==> images/class_map.png <==
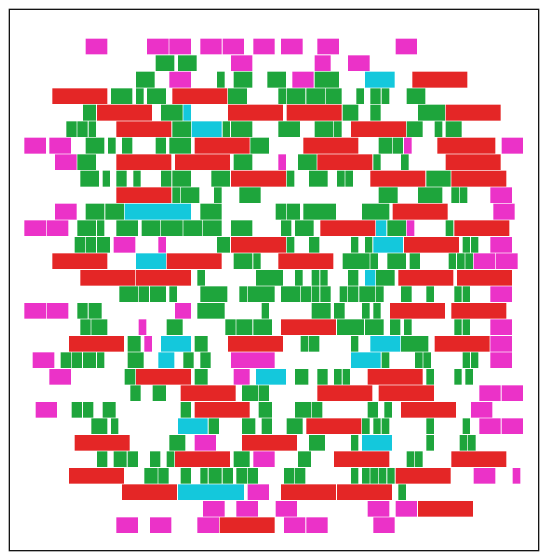
==> images/route_heat.png <==
Bar = 20 um. The die is cut into 17 by 18 equal tiles; dark blue is low, red is high, scaled to the fullest tile. Values are wire area over tile area, all layers added.
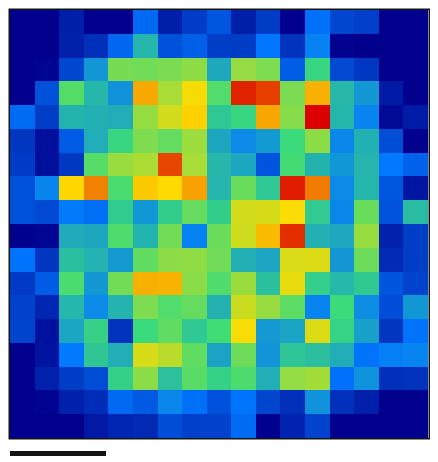
==> images/congestion_map.png <==
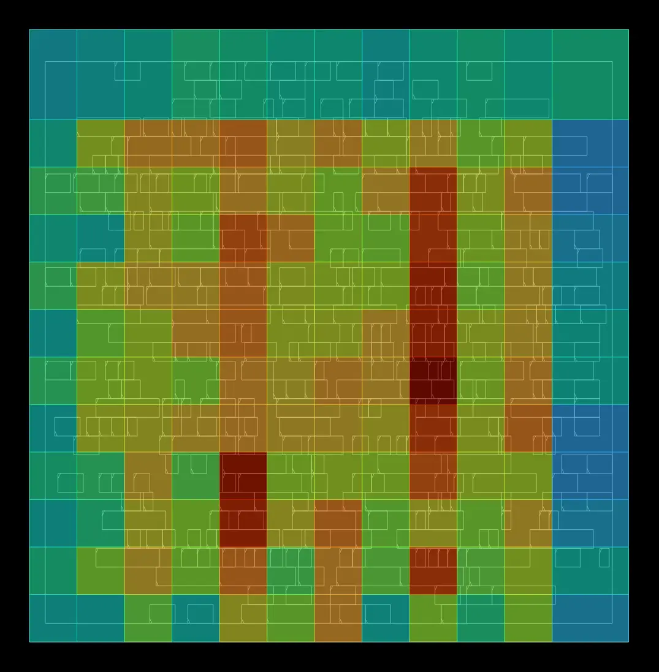
**src/rtl/addsub_pkg.sv**
```systemverilog
// Shared types and constants for the group-serial add/subtract unit.
package addsub_pkg;

    localparam int WIDTH_DEF = 16;
    localparam int GROUP_DEF = 4;

    // Slice counter is at least one bit wide so a single-slice build still elaborates.
    function automatic int cnt_width(input int n);
        return (n > 1) ? $clog2(n) : 1;
    endfunction

    localparam int N_GROUPS = WIDTH_DEF / GROUP_DEF;
    localparam int CNT_W    = cnt_width(N_GROUPS);

    localparam logic ADD = 1'b0;
    localparam logic SUB = 1'b1;

    typedef enum logic [1:0] {
        IDLE = 2'd0,
        RUN  = 2'd1,
        DONE = 2'd2
    } state_t;

endpackage

```
**src/rtl/cla_group.sv**
```systemverilog
// Combinational GROUP-bit carry lookahead: per-bit carries plus group propagate/generate.
module cla_group #(
    parameter int GROUP = 4
) (
    input  logic [GROUP-1:0] p,
    input  logic [GROUP-1:0] g,
    input  logic             c_in,
    output logic [GROUP-1:0] c_vec,
    output logic             p_out,
    output logic             g_out
);

    // Carry into bit i as a flat sum of products: c_in through all propagates,
    // or any generate j<i through the propagates between j and i.
    function automatic logic carry_into(input int i, input logic [GROUP-1:0] pp,
                                        input logic [GROUP-1:0] gg, input logic c);
        logic res;
        logic prod;
        prod = c;
        for (int k = 0; k < i; k++) prod = prod & pp[k];
        res = prod;
        for (int j = 0; j < i; j++) begin
            prod = gg[j];
            for (int k = j + 1; k < i; k++) prod = prod & pp[k];
            res = res | prod;
        end
        return res;
    endfunction

    always_comb begin
        c_vec = '0;
        for (int i = 0; i < GROUP; i++) c_vec[i] = carry_into(i, p, g, c_in);
        p_out = &p;
        g_out = carry_into(GROUP, p, g, 1'b0);
    end

endmodule

```
**src/rtl/group_serial_addsub.sv**
```systemverilog
// Multi-cycle adder/subtractor: one GROUP-bit lookahead slice per clock, LSB first,
// with the inter-slice carry held in a register and valid/ready on both sides.
module group_serial_addsub
    import addsub_pkg::*;
#(
    parameter int WIDTH = WIDTH_DEF,
    parameter int GROUP = GROUP_DEF
) (
    input  logic             clk,
    input  logic             rst_n,
    input  logic             in_valid,
    output logic             in_ready,
    input  logic             sub,
    input  logic [WIDTH-1:0] a_in,
    input  logic [WIDTH-1:0] b_in,
    output logic             out_valid,
    input  logic             out_ready,
    output logic [WIDTH-1:0] s_out,
    output logic             c_out,
    output logic             ovf
);

    // Handshake: a transfer happens on a rising edge where valid and ready are both high.
    localparam int NG = WIDTH / GROUP;
    localparam int CW = cnt_width(NG);
    localparam logic [CW-1:0] LAST = CW'(NG - 1);

    state_t           state_q, state_d;
    logic [CW-1:0]    cnt_q, cnt_d;
    logic [WIDTH-1:0] a_q, a_d, b_q, b_d, s_q, s_d;
    logic             sub_q, sub_d, carry_q, carry_d;
    logic             c_out_q, c_out_d, ovf_q, ovf_d;
    logic             out_valid_q, out_valid_d, in_ready_q, in_ready_d;

    logic [GROUP-1:0] a_s, b_s, p_s, g_s, c_vec, sum_s;
    logic             p_grp, g_grp, c_grp;

    // Operands shift right each slice, so the active slice is always the low GROUP bits.
    assign a_s = a_q[GROUP-1:0];
    assign b_s = b_q[GROUP-1:0];
    assign p_s = a_s | b_s;
    assign g_s = a_s & b_s;

    cla_group #(.GROUP(GROUP)) u_cla (
        .p     (p_s),
        .g     (g_s),
        .c_in  (carry_q),
        .c_vec (c_vec),
        .p_out (p_grp),
        .g_out (g_grp)
    );

    assign sum_s = a_s ^ b_s ^ c_vec;
    assign c_grp = g_grp | (p_grp & carry_q);

    always_comb begin
        state_d     = state_q;
        cnt_d       = cnt_q;
        a_d         = a_q;
        b_d         = b_q;
        s_d         = s_q;
        sub_d       = sub_q;
        carry_d     = carry_q;
        c_out_d     = c_out_q;
        ovf_d       = ovf_q;
        out_valid_d = out_valid_q;
        case (state_q)
            IDLE: begin
                if (in_valid) begin
                    a_d     = a_in;
                    b_d     = (sub == SUB) ? ~b_in : b_in;
                    sub_d   = sub;
                    carry_d = sub;
                    cnt_d   = '0;
                    state_d = RUN;
                end
            end
            RUN: begin
                a_d     = a_q >> GROUP;
                b_d     = b_q >> GROUP;
                s_d     = {sum_s, s_q[WIDTH-1:GROUP]};
                carry_d = c_grp;
                if (cnt_q == LAST) begin
                    cnt_d       = '0;
                    c_out_d     = c_grp ^ sub_q;
                    ovf_d       = c_vec[GROUP-1] ^ c_grp;
                    out_valid_d = 1'b1;
                    state_d     = DONE;
                end else begin
                    cnt_d = cnt_q + 1'b1;
                end
            end
            DONE: begin
                if (out_ready) begin
                    out_valid_d = 1'b0;
                    state_d     = IDLE;
                end
            end
            default: state_d = IDLE;
        endcase
        in_ready_d = (state_d == IDLE);
    end

    always_ff @(posedge clk or negedge rst_n) begin
        if (!rst_n) begin
            state_q     <= IDLE;
            cnt_q       <= '0;
            a_q         <= '0;
            b_q         <= '0;
            s_q         <= '0;
            sub_q       <= 1'b0;
            carry_q     <= 1'b0;
            c_out_q     <= 1'b0;
            ovf_q       <= 1'b0;
            out_valid_q <= 1'b0;
            in_ready_q  <= 1'b1;
        end else begin
            state_q     <= state_d;
            cnt_q       <= cnt_d;
            a_q         <= a_d;
            b_q         <= b_d;
            s_q         <= s_d;
            sub_q       <= sub_d;
            carry_q     <= carry_d;
            c_out_q     <= c_out_d;
            ovf_q       <= ovf_d;
            out_valid_q <= out_valid_d;
            in_ready_q  <= in_ready_d;
        end
    end

    assign in_ready  = in_ready_q;
    assign out_valid = out_valid_q;
    assign s_out     = s_q;
    assign c_out     = c_out_q;
    assign ovf       = ovf_q;

endmodule

```
**config.mk**
```make
export PLATFORM = sky130hd
export DESIGN_NAME = group_serial_addsub
export DESIGN_NICKNAME = d
export VERILOG_FILES = /design/src/rtl/addsub_pkg.sv /design/src/rtl/cla_group.sv /design/src/rtl/group_serial_addsub.sv
export SDC_FILE = /design/constraint.sdc
export NUM_CORES = 1
export LEC_CHECK = 0
export CAP_MARGIN = 10
export CORE_AREA = 2 2 85 87
export DETAILED_ROUTE_END_ITERATION = 10
export DIE_AREA = 0 0 87 89
export MAX_ROUTING_LAYER = met4
export PLACE_DENSITY = 0.66
export RECOVER_POWER = 100
export SETUP_SLACK_MARGIN = 0.02
export SLEW_MARGIN = 20
export SYNTH_ARGS = -nofsm -noshare
export SYNTH_HDL_FRONTEND = slang
export SYNTH_HIERARCHICAL = 1
export SYNTH_SLANG_ARGS = --single-unit
```
**constraint.sdc**
```tcl
create_clock -name clk -period 2.98 [get_ports clk]
set_input_delay 0.596 -clock clk [delete_from_list [all_inputs] [get_ports clk]]
set_output_delay 0.596 -clock clk [all_outputs]
set_load 0.01 [all_outputs]
```
==> run_results.csv <==
group,metric,value,unit
outcome,outcome,"finished, violations left",
outcome,violations,"max-capacitance violations, max-slew violations",
pwr,power.density,978,nW/um^2
die,floorplan_utilization,44.7,%
logic_synthesis,synth.lib_cells_used.distinct,37,
final_timing,rsz0062_at_grt,"false",
logic_synthesis,yosys-mux-area-fraction,1.25,%
worst_setup_path,critical_path_cell_count,5,
layout,signal_buffers,66,
route,route.top_layer_used,"met4",
route,drcViolationCount,0,
worst_setup_path,crit_start,"state_q[1]",
final_timing,final.setup.worst_slack,0.743,ns
clock_network,postCtsSetupRepairBufs,0,
logic_synthesis,synth.top_cell.area_share,47.5,%
worst_setup_path,worst-endpoint-arrival,2.44,ns
logic_synthesis,synthXorXnorAreaFrac,6.41,%
logic_synthesis,yosys_area,3010,sq um
die,die_y,89,um
clock_network,h-tree-depth,3,
pwr,p_comb,1560,uW
layout,final_layout_top_logic_cells,"nand2_1 (58), dfrtp_1 (57), clkdlybuf4s50_1 (33), o21ai_0 (30)",
job,log.warning_count,30,
placement,portBuffers,56,
layout,lay_top_count,"nand2_1",
final_timing,maxSlewHeadroom,-31.7,%
pwr,vdd_drop_max,0.362,mV
logic_synthesis,share_of_flip_flops_with_an_asynchronous_set_or_reset_after_synthesis,100,%
final_timing,finClkSkew,0.00829,ns
route,detailroute.wirelength.met2,3330,um
pwr,combPwrFrac,41.8,%
layout,clockNetworkAreaShare,5.73,%
final_timing,finalSetupTns,0,ns
route,antenna_violating_nets_post_route,0,
global_routing,antenna_found_initial,0,
final_timing,maxSlewViolCount,35,
clock_network,post_cts.resized_instances,0,
placement,routabilityCongestion,0.870,
clock_network,cts.sinks,58,
final_timing,setup-violations-final,0,
worst_setup_path,cell_breakdown_of_the_critical_path,"clkbuf_1 > nor2b_1 > clkbuf_1 > a2bb2oi_1 > o21ai_0",
layout,multiInputGateArea,1340,sq um
worst_hold_path,min-delay-start,"s_out[3]",
logic_synthesis,library_cell_occupying_the_most_area_in_the_post_synthesis_netlist,"dfrtp_1",
die,nWellTaps,80,
route,met1_length,3140,um
clock_network,clkSlewWorstSetupHoldPaths,0.07,ns
layout,clockBufferCount,11,
logic_synthesis,common_cells,"nand2_1 (58), dfrtp_1 (57), o21ai_0 (28)",
global_routing,maximum_number_of_pins_on_one_net_before_global_route_repair,36,
clock_network,ctsHoldBuffers,0,
layout,logic_gate_count,212,
layout,final_layout_size_suffix_gt1_share,6.93,%
logic_synthesis,simple_gate_share,12.3,%
worst_setup_path,reg2reg_setup_slack,0.74,ns
route,detailroute.via_count,2453,
pwr,power.net_switching,1410,uW
logic_synthesis,ys_dominant_reg_cell,"dfrtp_1",
global_routing,global_route.usage.met1,25.9,%
job,drv.max_cap_violation_count,1,
Back to the opening pictures, class_map.png:
legend:
  green:
    class: remaining logic cells
    cells: 235
  magenta:
    class: remaining buffers and delay cells
    cells: 66
  red:
    class: registers
    cells: 58
  cyan:
    class: clock drivers and dummy loads
    cells: 16
Post-Layout Inst Area: 3820 sq um
final core area utilization: 56.9%

Back to the opening pictures, route_heat.png:
mean over tiles: 0.14
nearly empty tiles: 12%
densest ninth of the die: middle
tiles over half the peak: 28%
Routed WL: 6910 um
overall routing resource usage: 20.1%

Back to the opening pictures, congestion_map.png:
M2 GR Usage: 31.5%
peak-usage layer in the global routing report: met2

Power is estimated from default activity; no workload was simulated.
